==> images/route_heat.png <==
Drawn at 6 px/µm. 11 x 11 tiles, from dark blue (low) to red (high), scaled to the fullest tile. Values are wire area over tile area, all layers added.
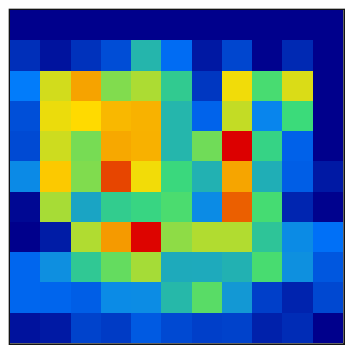
==> images/ff_map.png <==
Drawn at 10 px/µm. Other sequential cells in the stronger gray, the rest of the logic in the fainter gray.
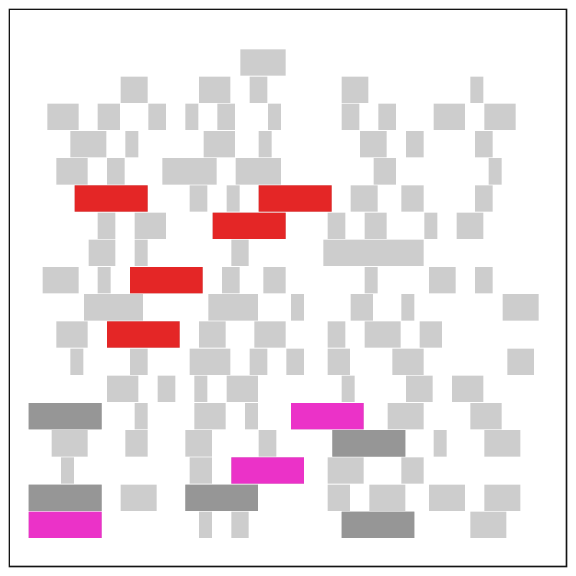
==> images/layers.png <==
Drawn at 6 px/µm. Only two layers are drawn.
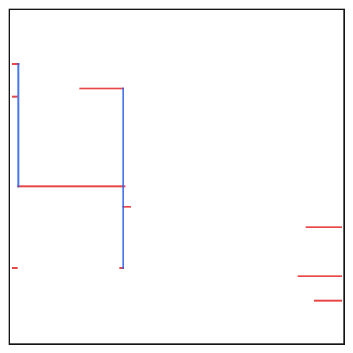
==> images/port_trees.png <==
Drawn at 8 px/µm.
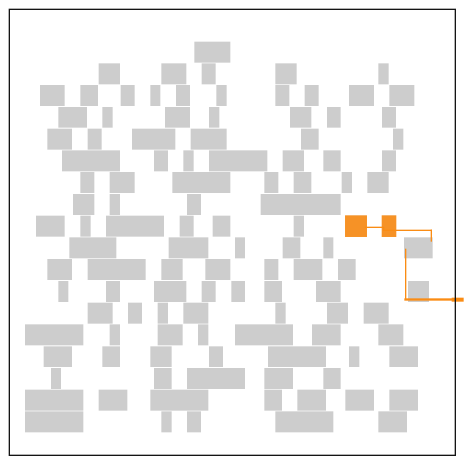
[src/rtl/fabric_gsr_pkg.sv]
// Shared state encoding, default sequencing lengths and counter sizing for the
// fabric global set/reset sequencer.
package fabric_gsr_pkg;

  typedef enum logic [2:0] {
    UNCFG  = 3'd0,
    HOLD   = 3'd1,
    SETTLE = 3'd2,
    RUN    = 3'd3,
    PRST   = 3'd4,
    PSET   = 3'd5
  } gsr_state_e;

  localparam int unsigned DEF_RST_CYCLES    = 16;
  localparam int unsigned DEF_SETTLE_CYCLES = 4;
  localparam int unsigned DEF_PULSE_CYCLES  = 2;

  function automatic int unsigned cnt_width(input int unsigned a,
                                            input int unsigned b,
                                            input int unsigned c);
    int unsigned m;
    m = a;
    if (b > m) m = b;
    if (c > m) m = c;
    return $clog2(m + 1);
  endfunction

endpackage

[src/rtl/fabric_gsr_sequencer_counter.sv]
// Loadable down counter timing each phase of the global set/reset sequence.
module gsr_down_counter #(
  parameter int unsigned CNT_W = 5
) (
  input  logic             clk,
  input  logic             reset,
  input  logic             load,
  input  logic             dec,
  input  logic [CNT_W-1:0] load_val,
  output logic             is_one
);

  logic [CNT_W-1:0] cnt;

  always_ff @(posedge clk) begin
    if (!reset) begin
      cnt <= '0;
    end else if (load) begin
      cnt <= load_val;
    end else if (dec) begin
      cnt <= cnt - CNT_W'(1);
    end
  end

  assign is_one = (cnt == CNT_W'(1));

endmodule

[src/rtl/fabric_gsr_sequencer.sv]
// Power-up and run-time sequencer for the fabric-wide set/reset/clock-enable nets
// that drive every CLB flip-flop.
module fabric_gsr_sequencer
  import fabric_gsr_pkg::*;
#(
  parameter int unsigned RST_CYCLES    = DEF_RST_CYCLES,
  parameter int unsigned SETTLE_CYCLES = DEF_SETTLE_CYCLES,
  parameter int unsigned PULSE_CYCLES  = DEF_PULSE_CYCLES
) (
  input  logic clk,
  input  logic reset,
  input  logic cfg_done,
  input  logic req_rst,
  input  logic req_set,
  output logic ack,
  output logic fab_set,
  output logic fab_reset,
  output logic fab_clk_en,
  output logic ready
);

  localparam int unsigned CNT_W = cnt_width(RST_CYCLES, SETTLE_CYCLES, PULSE_CYCLES);

  gsr_state_e       state;
  gsr_state_e       nstate;
  logic             tag;
  logic             ack_nxt;
  logic             cnt_load;
  logic             cnt_dec;
  logic             cnt_one;
  logic [CNT_W-1:0] cnt_val;

  gsr_down_counter #(.CNT_W(CNT_W)) u_cnt (
    .clk      (clk),
    .reset    (reset),
    .load     (cnt_load),
    .dec      (cnt_dec),
    .load_val (cnt_val),
    .is_one   (cnt_one)
  );

  // Losing cfg_done overrides every other transition, including a pending pulse.
  always_comb begin
    nstate = state;
    if (state != UNCFG && !cfg_done) begin
      nstate = UNCFG;
    end else begin
      case (state)
        UNCFG:      if (cfg_done) nstate = HOLD;
        HOLD:       if (cnt_one)  nstate = SETTLE;
        SETTLE:     if (cnt_one)  nstate = RUN;
        RUN: begin
          if (req_rst)      nstate = PRST;
          else if (req_set) nstate = PSET;
        end
        PRST, PSET: if (cnt_one)  nstate = SETTLE;
        default:                  nstate = UNCFG;
      endcase
    end
  end

  always_comb begin
    cnt_val  = '0;
    cnt_load = 1'b0;
    if (nstate != state) begin
      case (nstate)
        HOLD:       begin cnt_load = 1'b1; cnt_val = CNT_W'(RST_CYCLES);    end
        SETTLE:     begin cnt_load = 1'b1; cnt_val = CNT_W'(SETTLE_CYCLES); end
        PRST, PSET: begin cnt_load = 1'b1; cnt_val = CNT_W'(PULSE_CYCLES);  end
        default:    cnt_load = 1'b0;
      endcase
    end
    cnt_dec = !cnt_load && !cnt_one &&
              (state == HOLD || state == SETTLE || state == PRST || state == PSET);
    ack_nxt = tag && (state == SETTLE) && (nstate == RUN);
  end

  // Outputs are registered from the next state so clk_en falls with set/reset rising.
  always_ff @(posedge clk) begin
    if (!reset) begin
      state      <= UNCFG;
      tag        <= 1'b0;
      ack        <= 1'b0;
      fab_set    <= 1'b0;
      fab_reset  <= 1'b1;
      fab_clk_en <= 1'b0;
      ready      <= 1'b0;
    end else begin
      state      <= nstate;
      ack        <= ack_nxt;
      fab_set    <= (nstate == PSET);
      fab_reset  <= (nstate == UNCFG) || (nstate == HOLD) || (nstate == PRST);
      fab_clk_en <= (nstate == RUN);
      ready      <= (nstate == RUN);
      if (nstate == PRST || nstate == PSET) begin
        tag <= 1'b1;
      end else if (nstate == UNCFG || ack_nxt) begin
        tag <= 1'b0;
      end
    end
  end

endmodule

[config.mk]
export PLATFORM = sky130hd
export DESIGN_NAME = fabric_gsr_sequencer
export DESIGN_NICKNAME = d
export VERILOG_FILES = /design/src/rtl/fabric_gsr_pkg.sv /design/src/rtl/fabric_gsr_sequencer_counter.sv /design/src/rtl/fabric_gsr_sequencer.sv
export SDC_FILE = /design/constraint.sdc
export NUM_CORES = 1
export LEC_CHECK = 0
export ABC_CLOCK_PERIOD_IN_PS = 4000
export CAP_MARGIN = 10
export CELL_PAD_IN_SITES_DETAIL_PLACEMENT = 2
export CELL_PAD_IN_SITES_GLOBAL_PLACEMENT = 2
export CORE_MARGIN = 1.5
export CORE_UTILIZATION = 32
export DETAILED_ROUTE_END_ITERATION = 10
export PLACE_DENSITY_LB_ADDON = 0.1
export RECOVER_POWER = 100
export SYNTH_ARGS = -nofsm -noshare
export SYNTH_HDL_FRONTEND = slang
export SYNTH_SLANG_ARGS = --single-unit
[constraint.sdc]
create_clock -name clk -period 4 [get_ports clk]
set_clock_uncertainty 0.2 [all_clocks]
set_input_delay 1.2 -clock clk [delete_from_list [all_inputs] [get_ports clk]]
set_output_delay 1.2 -clock clk [all_outputs]
set_load 0.02 [all_outputs]
==> results_slide.txt <==
Synthesis and Place & Route Summary

Cells and area
  • Flop share of the area: 25.6%
  • Area delta synth->final: 14.7%
  • Final non-filler cell area: 1010 µm²
  • Storage cell area: 260 µm²
  • Seq cells: 13
  • ANT cells: 0
  • Largest regs: u_cnt.cnt (5), state (3)
  • Layout clock buffer count: 3
  • Max FFs per register: 5
  • Layout cells sized above 1: 13.2%
  • NonClk Buf Share: 10.4%
  • Layout net count: 122
  • Top cell category: combinational gates
  • Bufs w/o clock: 11
  • Biggest register: u_cnt.cnt
  • Final cell count without fillers: between 100 and 150

Clock network
  • Root Buffer Master: clkbuf_4
  • Clk_lat worst skew: 0.29 ns
  • Post-CTS Setup Inserts: 0
  • Resize count post-CTS: 0
  • Max H-tree Level: 1
  • Num CTS Buffers: 3

Die
  • # Taps: 30
  • Core Region: 2540 µm²
  • Fp_density: 34.8%
  • Die height: 55.6 µm

Synthesis
  • Top-area cell share: between 20% and 30%
  • Register share after synthesis: 29.4%
  • Syn Area/Cell: 8.42 µm²
  • Post-synth EDFFs: 0
  • Synth mux share: 0%
  • Async set-reset flop share out of synthesis: 0%
  • Most instantiated library cell after synthesis: dfxtp_1
  • Chip Area, Yosys: 885 µm²
  • Syn nets: 112
  • Basic Gates by Area: a little under a third
  • Yosys stat cell total: 105
  • Yosys aoi share: 28.0%
  • Post-synth regs: 13
  • Mapped Cells: 105

Power
  • P_seq: 162 µW
  • Combinational cell power: between 100 and 150 µW
  • Pwr Density: about 370 nW/µm²
  • Final Power: 376 µW
  • Switching share of power: 37.9%
  • Internal: around 230 µW

Setup path
  • Crit-path slowest cell: dlygate4sd3_1
  • Critical path class: input port to register
  • CP top delay family: AND-OR/OR-AND gates
  • Critical Path Stages: 8
  • WP buf/inv: 2
  • CP Max Fanout: 9
  • Setup slack, reg-to-reg: about 1.3 ns
  • Reg2Reg Depth: 7
  • Crit path required time: 3.97 ns
  • R2R Path Start: u_cnt.cnt[0]
  • Critical path's largest stage delay: 0.54 ns

Routing
  • DRC violations left: 0
  • Max Used Layer: met4
  • Post-route ant nets: 0
  • Vias/cell: ~5.8
  • Metal2 WL: 1310 µm

Status
  • Status: completed

Worst hold path
  • Worst-case hold path end point: ack
  • Worst Hold Launch: tag
  • Hold Path Depth: 1
  • HP Class: register to register

Timing
  • Final period util: 88.8%
  • Crit path time final: about 3.6 ns
  • RSZ-0062 raised after global routing: no
  • Worst slew margin: 31.4%
  • Fmax: 0.282 GHz

Placement
  • Routability cong.: around 0.72
  • Placed cells: 140
  • Hpwl dp: 2080 µm

Global routing
  • Initial antenna violation count: 0
  • Vias in the first global route: 906
  • GR Layer Usage met1: 23.4%
  • Grt total ovfl: 0

Job
  • Max-cap violations: 0
  • OpenROAD warning count: 27
## Picture notes: route_heat.png
The densest ninth of the die: center. The fullest tile reaches 0.39. 17% of the tiles are nearly empty.
DR WL/cell: 18.7 µm
routed wire length: 2700 µm
total track usage: 19.0%

## Picture notes: ff_map.png
`u_cnt.cnt`: in red, placed flops 5. `state`: in magenta, placed flops 3.
Another 5 sequential cells are not colored.

## Picture notes: layers.png
M3: in red, wire length 45.7 µm. M4: in blue, wire length 50.3 µm.

## Picture notes: port_trees.png
`req_set`: in orange, bits 1, direction input, edge east, end cells 2, buffers 1, wire 22.0 µm.

No activity file was given, so power comes from the tool's default toggle rates.
